--- src/rtl/traffic_conflict_monitor_if.sv ---
// Lamp request/drive bundle between the light controller and the conflict monitor.
// The controller side uses the master modport; the monitor uses slave.
interface traffic_conflict_monitor_if;
  logic       ns_green_i;
  logic       ns_yellow_i;
  logic       ns_red_i;
  logic       ew_green_i;
  logic       ew_yellow_i;
  logic       ew_red_i;
  logic       fault_clr;
  logic       ns_green_o;
  logic       ns_yellow_o;
  logic       ns_red_o;
  logic       ew_green_o;
  logic       ew_yellow_o;
  logic       ew_red_o;
  logic       fault;
  logic [2:0] fault_code;

  modport master (
    output ns_green_i, ns_yellow_i, ns_red_i,
    output ew_green_i, ew_yellow_i, ew_red_i,
    output fault_clr,
    input  ns_green_o, ns_yellow_o, ns_red_o,
    input  ew_green_o, ew_yellow_o, ew_red_o,
    input  fault, fault_code
  );

  modport slave (
    input  ns_green_i, ns_yellow_i, ns_red_i,
    input  ew_green_i, ew_yellow_i, ew_red_i,
    input  fault_clr,
    output ns_green_o, ns_yellow_o, ns_red_o,
    output ew_green_o, ew_yellow_o, ew_red_o,
    output fault, fault_code
  );
endinterface

--- src/rtl/traffic_conflict_monitor.sv ---
// Lamp safety monitor: registers lamp requests, detects unsafe combinations and forces all-red.
// Define TCM_FLASH_EN to make the reds flash while in FAULT (solid red otherwise).
module traffic_conflict_monitor #(
  parameter int unsigned PERSIST      = 3,
  parameter int unsigned MIN_YELLOW   = 4,
  parameter int unsigned FLASH_HALF   = 8,
  parameter int unsigned MIN_FAULT    = 32,
  parameter int unsigned RECOVER_TIME = 4
) (
  input  logic                        clk,
  input  logic                        resetn,
  traffic_conflict_monitor_if.slave   bus
);

  localparam logic [3:0] PersistMax  = 4'(PERSIST);
  localparam logic [3:0] PersistM1   = 4'(PERSIST - 1);
  localparam logic [7:0] MinYellow   = 8'(MIN_YELLOW);
  localparam logic [9:0] MinFault    = 10'(MIN_FAULT);
  localparam logic [7:0] RecoverTime = 8'(RECOVER_TIME);
  localparam logic [5:0] AllRed      = 6'b001_001;

  typedef enum logic [1:0] {StMonitor, StFault, StRecover} state_e;

  state_e     state_q, state_d;
  // Per direction: [2] green, [1] yellow, [0] red
  logic [2:0] r_ns_q, r_ew_q;
  logic [3:0] persist_q, persist_d;
  logic [7:0] ns_ycnt_q, ns_ycnt_d, ew_ycnt_q, ew_ycnt_d;
  logic [9:0] timer_q, timer_d;
  logic [7:0] rec_q, rec_d;
  logic [2:0] code_q, code_d;
  logic [5:0] lamp_q, lamp_d;
  logic       conflict, multi, dark, illegal, all_red;
  logic       persist_hit, short_yellow, fault_det;
  logic [2:0] det_code;
  logic       flash_restart, red_fault;

  function automatic logic multi_lit(input logic [2:0] l);
    return (l[2] & l[1]) | (l[2] & l[0]) | (l[1] & l[0]);
  endfunction

  always_comb begin
    conflict = (r_ns_q[2] | r_ns_q[1]) & (r_ew_q[2] | r_ew_q[1]);
    multi    = multi_lit(r_ns_q) | multi_lit(r_ew_q);
    dark     = (r_ns_q == 3'b000) | (r_ew_q == 3'b000);
    illegal  = conflict | multi | dark;
    all_red  = (r_ns_q == 3'b001) && (r_ew_q == 3'b001);

    // Fires on the cycle the count would reach PERSIST, so the fault lands one edge later
    persist_hit = illegal && (persist_q >= PersistM1);
    persist_d   = '0;
    if (illegal) persist_d = (persist_q == PersistMax) ? persist_q : persist_q + 4'd1;

    ns_ycnt_d = '0;
    ew_ycnt_d = '0;
    if (r_ns_q[1]) ns_ycnt_d = (ns_ycnt_q == 8'hff) ? ns_ycnt_q : ns_ycnt_q + 8'd1;
    if (r_ew_q[1]) ew_ycnt_d = (ew_ycnt_q == 8'hff) ? ew_ycnt_q : ew_ycnt_q + 8'd1;
    // Non-zero count with yellow now off marks the falling edge
    short_yellow = (!r_ns_q[1] && ns_ycnt_q != 8'd0 && ns_ycnt_q < MinYellow) ||
                   (!r_ew_q[1] && ew_ycnt_q != 8'd0 && ew_ycnt_q < MinYellow);

    fault_det = persist_hit | short_yellow;
    if (persist_hit) begin
      if (conflict)   det_code = 3'd1;
      else if (multi) det_code = 3'd2;
      else            det_code = 3'd3;
    end else begin
      det_code = 3'd4;
    end
  end

  always_comb begin
    state_d       = state_q;
    timer_d       = timer_q;
    rec_d         = rec_q;
    code_d        = code_q;
    flash_restart = 1'b0;
    case (state_q)
      StMonitor: begin
        if (fault_det) begin
          state_d       = StFault;
          code_d        = det_code;
          timer_d       = '0;
          flash_restart = 1'b1;
        end
      end
      StFault: begin
        timer_d = (timer_q == MinFault) ? timer_q : timer_q + 10'd1;
        if (bus.fault_clr && timer_q == MinFault && all_red) begin
          state_d = StRecover;
          rec_d   = RecoverTime;
        end
      end
      default: begin
        if (illegal) begin
          rec_d = RecoverTime;
        end else if (rec_q <= 8'd1) begin
          state_d = StMonitor;
          code_d  = 3'd0;
        end else begin
          rec_d = rec_q - 8'd1;
        end
      end
    endcase
  end

`ifdef TCM_FLASH_EN
  localparam logic [7:0] FlashHalfM1 = 8'(FLASH_HALF - 1);
  logic [7:0] flash_cnt_q, flash_cnt_d;
  logic       phase_q, phase_d;

  always_comb begin
    flash_cnt_d = flash_cnt_q;
    phase_d     = phase_q;
    if (flash_restart) begin
      flash_cnt_d = '0;
      phase_d     = 1'b1;
    end else if (state_q == StFault) begin
      if (flash_cnt_q == FlashHalfM1) begin
        flash_cnt_d = '0;
        phase_d     = ~phase_q;
      end else begin
        flash_cnt_d = flash_cnt_q + 8'd1;
      end
    end
    red_fault = phase_d;
  end

  always_ff @(posedge clk or negedge resetn) begin
    if (!resetn) begin
      flash_cnt_q <= '0;
      phase_q     <= 1'b1;
    end else begin
      flash_cnt_q <= flash_cnt_d;
      phase_q     <= phase_d;
    end
  end
`else
  assign red_fault = 1'b1;
`endif

  // Drives are registered from the next state so greens drop on the same edge FAULT is entered
  always_comb begin
    lamp_d = AllRed;
    case (state_d)
      StMonitor: lamp_d = {r_ns_q, r_ew_q};
      StFault:   lamp_d = {2'b00, red_fault, 2'b00, red_fault};
      default:   lamp_d = AllRed;
    endcase
  end

  always_ff @(posedge clk or negedge resetn) begin
    if (!resetn) begin
      state_q   <= StRecover;
      r_ns_q    <= '0;
      r_ew_q    <= '0;
      persist_q <= '0;
      ns_ycnt_q <= '0;
      ew_ycnt_q <= '0;
      timer_q   <= '0;
      rec_q     <= RecoverTime;
      code_q    <= '0;
      lamp_q    <= AllRed;
    end else begin
      state_q   <= state_d;
      r_ns_q    <= {bus.ns_green_i, bus.ns_yellow_i, bus.ns_red_i};
      r_ew_q    <= {bus.ew_green_i, bus.ew_yellow_i, bus.ew_red_i};
      persist_q <= persist_d;
      ns_ycnt_q <= ns_ycnt_d;
      ew_ycnt_q <= ew_ycnt_d;
      timer_q   <= timer_d;
      rec_q     <= rec_d;
      code_q    <= code_d;
      lamp_q    <= lamp_d;
    end
  end

  assign {bus.ns_green_o, bus.ns_yellow_o, bus.ns_red_o} = lamp_q[5:3];
  assign {bus.ew_green_o, bus.ew_yellow_o, bus.ew_red_o} = lamp_q[2:0];
  assign bus.fault      = (state_q != StMonitor);
  assign bus.fault_code = code_q;

endmodule

--- src/flat_wrapper.sv ---
// flat-port wrapper written by rule: the top's interface ports become plain ports
module traffic_conflict_monitor_flat 
#(
  parameter int unsigned PERSIST      = 3,
  parameter int unsigned MIN_YELLOW   = 4,
  parameter int unsigned FLASH_HALF   = 8,
  parameter int unsigned MIN_FAULT    = 32,
  parameter int unsigned RECOVER_TIME = 4
)
  (clk, resetn, bus_ns_green_i, bus_ns_yellow_i, bus_ns_red_i, bus_ew_green_i, bus_ew_yellow_i, bus_ew_red_i, bus_fault_clr, bus_ns_green_o, bus_ns_yellow_o, bus_ns_red_o, bus_ew_green_o, bus_ew_yellow_o, bus_ew_red_o, bus_fault, bus_fault_code);
  traffic_conflict_monitor_if bus_i ();
  input  logic clk;
  input  logic resetn;
  input wire logic [$bits(bus_i.ns_green_i)-1:0] bus_ns_green_i;
  input wire logic [$bits(bus_i.ns_yellow_i)-1:0] bus_ns_yellow_i;
  input wire logic [$bits(bus_i.ns_red_i)-1:0] bus_ns_red_i;
  input wire logic [$bits(bus_i.ew_green_i)-1:0] bus_ew_green_i;
  input wire logic [$bits(bus_i.ew_yellow_i)-1:0] bus_ew_yellow_i;
  input wire logic [$bits(bus_i.ew_red_i)-1:0] bus_ew_red_i;
  input wire logic [$bits(bus_i.fault_clr)-1:0] bus_fault_clr;
  output wire logic [$bits(bus_i.ns_green_o)-1:0] bus_ns_green_o;
  output wire logic [$bits(bus_i.ns_yellow_o)-1:0] bus_ns_yellow_o;
  output wire logic [$bits(bus_i.ns_red_o)-1:0] bus_ns_red_o;
  output wire logic [$bits(bus_i.ew_green_o)-1:0] bus_ew_green_o;
  output wire logic [$bits(bus_i.ew_yellow_o)-1:0] bus_ew_yellow_o;
  output wire logic [$bits(bus_i.ew_red_o)-1:0] bus_ew_red_o;
  output wire logic [$bits(bus_i.fault)-1:0] bus_fault;
  output wire logic [$bits(bus_i.fault_code)-1:0] bus_fault_code;
  assign bus_i.ns_green_i = bus_ns_green_i;
  assign bus_i.ns_yellow_i = bus_ns_yellow_i;
  assign bus_i.ns_red_i = bus_ns_red_i;
  assign bus_i.ew_green_i = bus_ew_green_i;
  assign bus_i.ew_yellow_i = bus_ew_yellow_i;
  assign bus_i.ew_red_i = bus_ew_red_i;
  assign bus_i.fault_clr = bus_fault_clr;
  assign bus_ns_green_o = bus_i.ns_green_o;
  assign bus_ns_yellow_o = bus_i.ns_yellow_o;
  assign bus_ns_red_o = bus_i.ns_red_o;
  assign bus_ew_green_o = bus_i.ew_green_o;
  assign bus_ew_yellow_o = bus_i.ew_yellow_o;
  assign bus_ew_red_o = bus_i.ew_red_o;
  assign bus_fault = bus_i.fault;
  assign bus_fault_code = bus_i.fault_code;
  traffic_conflict_monitor #(.PERSIST(PERSIST), .MIN_YELLOW(MIN_YELLOW), .FLASH_HALF(FLASH_HALF), .MIN_FAULT(MIN_FAULT), .RECOVER_TIME(RECOVER_TIME)) u_core (.clk(clk), .resetn(resetn), .bus(bus_i));
endmodule
--- config.mk ---
export PLATFORM = sky130hd
export DESIGN_NAME = traffic_conflict_monitor_flat
export DESIGN_NICKNAME = d
export VERILOG_FILES = /design/src/rtl/traffic_conflict_monitor_if.sv /design/src/rtl/traffic_conflict_monitor.sv /design/src/flat_wrapper.sv
export SDC_FILE = /design/constraint.sdc
export NUM_CORES = 1
export LEC_CHECK = 0
export ABC_AREA = 1
export CORE_AREA = 2 2 97 99
export DETAILED_ROUTE_END_ITERATION = 8
export DIE_AREA = 0 0 99 101
export PLACE_DENSITY = 0.54
export SLEW_MARGIN = 10
export SYNTH_ARGS = -nofsm -noshare
export SYNTH_HDL_FRONTEND = slang
export SYNTH_SLANG_ARGS = --single-unit
export TNS_END_PERCENT = 30
--- constraint.sdc ---
create_clock -name clk -period 1.6 [get_ports clk]
set_input_delay 0.48 -clock clk [delete_from_list [all_inputs] [get_ports clk]]
set_output_delay 0.48 -clock clk [all_outputs]
set_load 0.01 [all_outputs]
==> impl_metrics.ini <==
; implementation run metrics
[final_timing]
rsz0062_at_grt = yes
worst_pin_slew_ns = 0.423
fin_crit_ns = 1.69
worst_slack_ns = -0.0855
setup_viol = 12
drv_slew = 0

[floorplanning]
chipWidth_um = 99
fp-utilization_pct = 33.7
rows = 35
die_y_um = 101
num_io_pins = 19

[setup_path]
r2r_end = u_core.rec_q[0]$_DFFE_PN0P_
path_cells = inv_2 > ha_1 > inv_1 > nand2_1 > nand3b_1 > nor2_4 > nand3_4 > a21oi_4 > buf_12 > nand2_2 > o21ai_2
path_class = register to register
cp_slowest_cell = dfrtp_1
worstRegToRegCells = 11
worstPathMaxFanout = 7
crit_path_end_kind = register
r2r-start = u_core.rec_q[1]$_DFFE_PN0P_
reg2reg_slack_ns = -0.09
cp.required_ns = 1.85
slowest_delay_ns = 0.40
crit_arrival_ns = 1.93

[layout]
layout.nets = 445
final_cell_mix = nand2_1, buf_4, dfrtp_1, inv_1, nor2_1
drive_above_1_share_pct = 31.9
diodes = 0
fillCellCount = 866

[routing]
drc_errors = 0
drt-initial-drc-count = 71
first_pass_iters = 4
ant_nets = 0
post_drt_wl_per_cell_um = 11.4

[global_route]
grt_pass1_vias = 2309
grt_util_met3_pct = 1.87
antenna_found_initial = 0
met1_usage_pct = 17.9
use_met2_pct = 21.6
grt_pass1_wl_um = 10700
busiest_layer = met2

[clocking]
cts_tree = built
path_clk_slew_ns = 0.10
clock-sinks = 55
holdBufCountCts = 0
cts-htree-levels = 2

[placed_design]
dp_slack_ns = -0.296
io_buffers = 18

[synth]
synth_flops = 55
synth.avg_cell_area_um2 = 8.60
topCellsByArea = dfrtp_1, nand2_1, nand3_1, inv_1, nor2_1
ys_seq_share_pct = 45.6
yosys_most_used_dff = dfrtp_1
edf_count = 0
synth_chip_area_um2 = 3030
yosys_cells = 352
async_flop_share_pct = 100
top_cell_area_share_pct = 42.1
top_area_cell = dfrtp_1
syn-cell-area_um2 = 3030

[pwr]
pg_clk_uw = 803
swShare_pct = 37.2
p_comb_share_pct = 42.4
power_leader = combinational logic
clkPwrFrac_pct = 17.8
power.leakage_nw = 1.94

[status]
violations = setup timing
status = finished, violations left

[job]
log.warning_count = 33
max_cap_violations = 0

[min_path]
hold_class = input pin to async pin
==> area by class of cell <==
class	count	area [um^2]	area share [%]
multi-input cells	250	1550	39.4
repair buffers	69	574	14.6
flip-flops and latches	55	1390	35.2
clock inverters	3	22.5	0.573
clock buffers	5	68.8	1.75
inverters	45	194	4.93
well taps	111	139	3.53
==> registers in the layout (all words and copies together), names as in the netlist <==
name and flops:
u_core.bus.fault_code 3, u_core.ew_ycnt_q 8, u_core.lamp_q 6, u_core.ns_ycnt_q 8, u_core.persist_q 4, u_core.r_ew_q 3
u_core.r_ns_q 3, u_core.rec_q 8, u_core.state_q 2, u_core.timer_q 10
==> worst max-delay path: cells and delay by family (launching register included) <==
kind / cells / cell delay, ns
buffers and inverters: 3 / 0.29
and+or+nand+nor: 5 / 0.48
DFF: 1 / 0.40
AOI/OAI and AO/OA: 2 / 0.29
adders and majority gates: 1 / 0.15
==> logic make-up after synthesis <==
group | Yosys count | share of synthesized area [%]
DFF | 55 | 45.6
buffers and inverters | 47 | 7.07
and+or+nand+nor | 193 | 32.4
AOI/OAI and AO/OA | 32 | 6.45
adders and majority gates | 10 | 4.13
xor gates and xnor gates | 15 | 4.34
==> through the flow <==
step | cell area (um^2) | TNS (ns) | cells | utilization (%) | hold WS [ns]
after floorplan | 3040 | 0 | 352 | - | 0.184
after CTS | 3770 | -0.715 | 531 | 42.0 | 0.160
final | 3930 | -0.714 | 538 | 43.8 | 0.139
after global routing | 3930 | -3.10 | 538 | 43.8 | 0.172
after global placement | 3660 | -3.66 | 521 | 40.8 | 0.487
after detailed placement | 3660 | -3.85 | 521 | 40.8 | 0.488
==> worst min path at each step <==
stage | start | end | slack (ns) | depth (start not counted)
detailed placement | u_core.bus.fault_code[0]$_DFFE_PN0P_ | u_core.bus.fault_code[0]$_DFFE_PN0P_ | 0.49 | 2
floorplan | resetn | u_core.bus.fault_code[0]$_DFFE_PN0P_ | 0.18 | 0
CTS | resetn | u_core.ew_ycnt_q[4]$_DFFE_PN0P_ | 0.16 | 2
global placement | u_core.rec_q[2]$_DFFE_PN1P_ | u_core.rec_q[2]$_DFFE_PN1P_ | 0.49 | 2
global route | resetn | u_core.ew_ycnt_q[7]$_DFFE_PN0P_ | 0.17 | 2
finish | resetn | u_core.ew_ycnt_q[4]$_DFFE_PN0P_ | 0.14 | 2
==> routing by layer <==
metal	part of all wire (%)	vias to the layer above
met5	0	-
met4	0.87	0
met3	2.5	4
met2	46	26
met1	50	1122
li1	-	1284
==> synthesized netlist by cell type, types with 2 or more instances <==
| master | count |
|---|---|
| a21oi_1 | 9 |
| buf_6 | 2 |
| a211oi_1 | 3 |
| nand4_1 | 8 |
| nor2_1 | 37 |
| o21bai_1 | 2 |
| nand2_1 | 72 |
| nor2_8 | 2 |
| inv_1 | 40 |
| o21ai_0 | 13 |
| nand2_4 | 7 |
| dfstp_2 | 4 |
| xor2_1 | 14 |
| nor3_1 | 11 |
| nand3b_1 | 2 |
| ha_1 | 10 |
| dfrtp_1 | 51 |
| nand3_1 | 32 |
| nor2_2 | 6 |
| nand3_2 | 4 |
| nand2_2 | 8 |
Fig. 1: supply network
The bar under the picture is 20 um long. Pins as bars on the die edge.
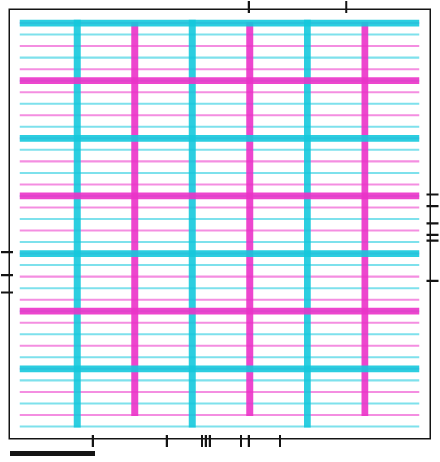
magenta -> VDD
cyan -> VSS
rows = 35
met4 straps = 6
met5 straps = 7
signal pins = 19
met1 rails = 36

Fig. 2: cells coloured by class
The bar under the picture is 20 um long.
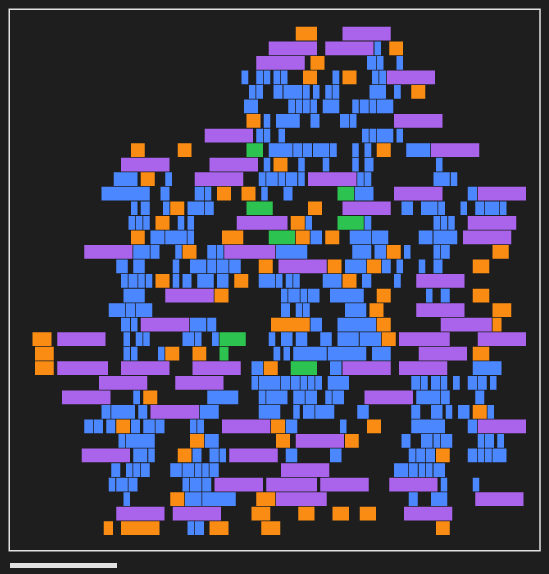
orange -> remaining buffers and delay cells  # cells 69, share of their area 15%
green -> clock drivers and dummy loads  # cells 8, share of their area 2.4%
purple -> registers  # cells 55, share of their area 37%
blue -> remaining logic cells  # cells 295, share of their area 46%

Fig. 3: clock distribution
The bar under the picture is 20 um long.
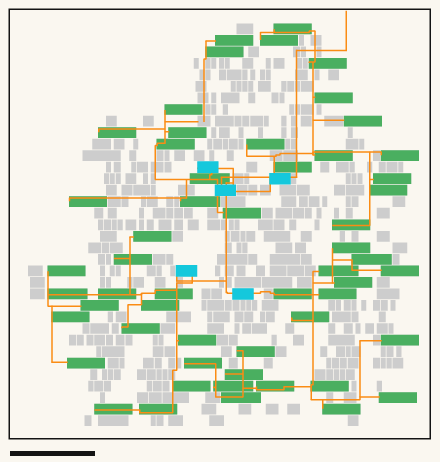
orange -> clock wires  # length 723 um
green -> flip-flops  # count 55
cyan -> clock-net drivers  # count 5
flops lie = spread over the die
routed clock nets = 6

Fig. 4: metal layers overlaid
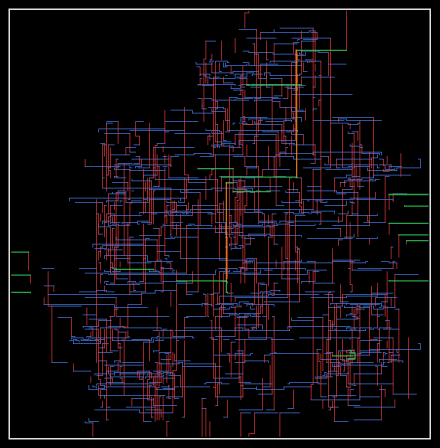
orange -> M4  # wire length 53.0 um
blue -> M1  # wire length 3070 um
green -> M3  # wire length 152 um
red -> M2  # wire length 2840 um

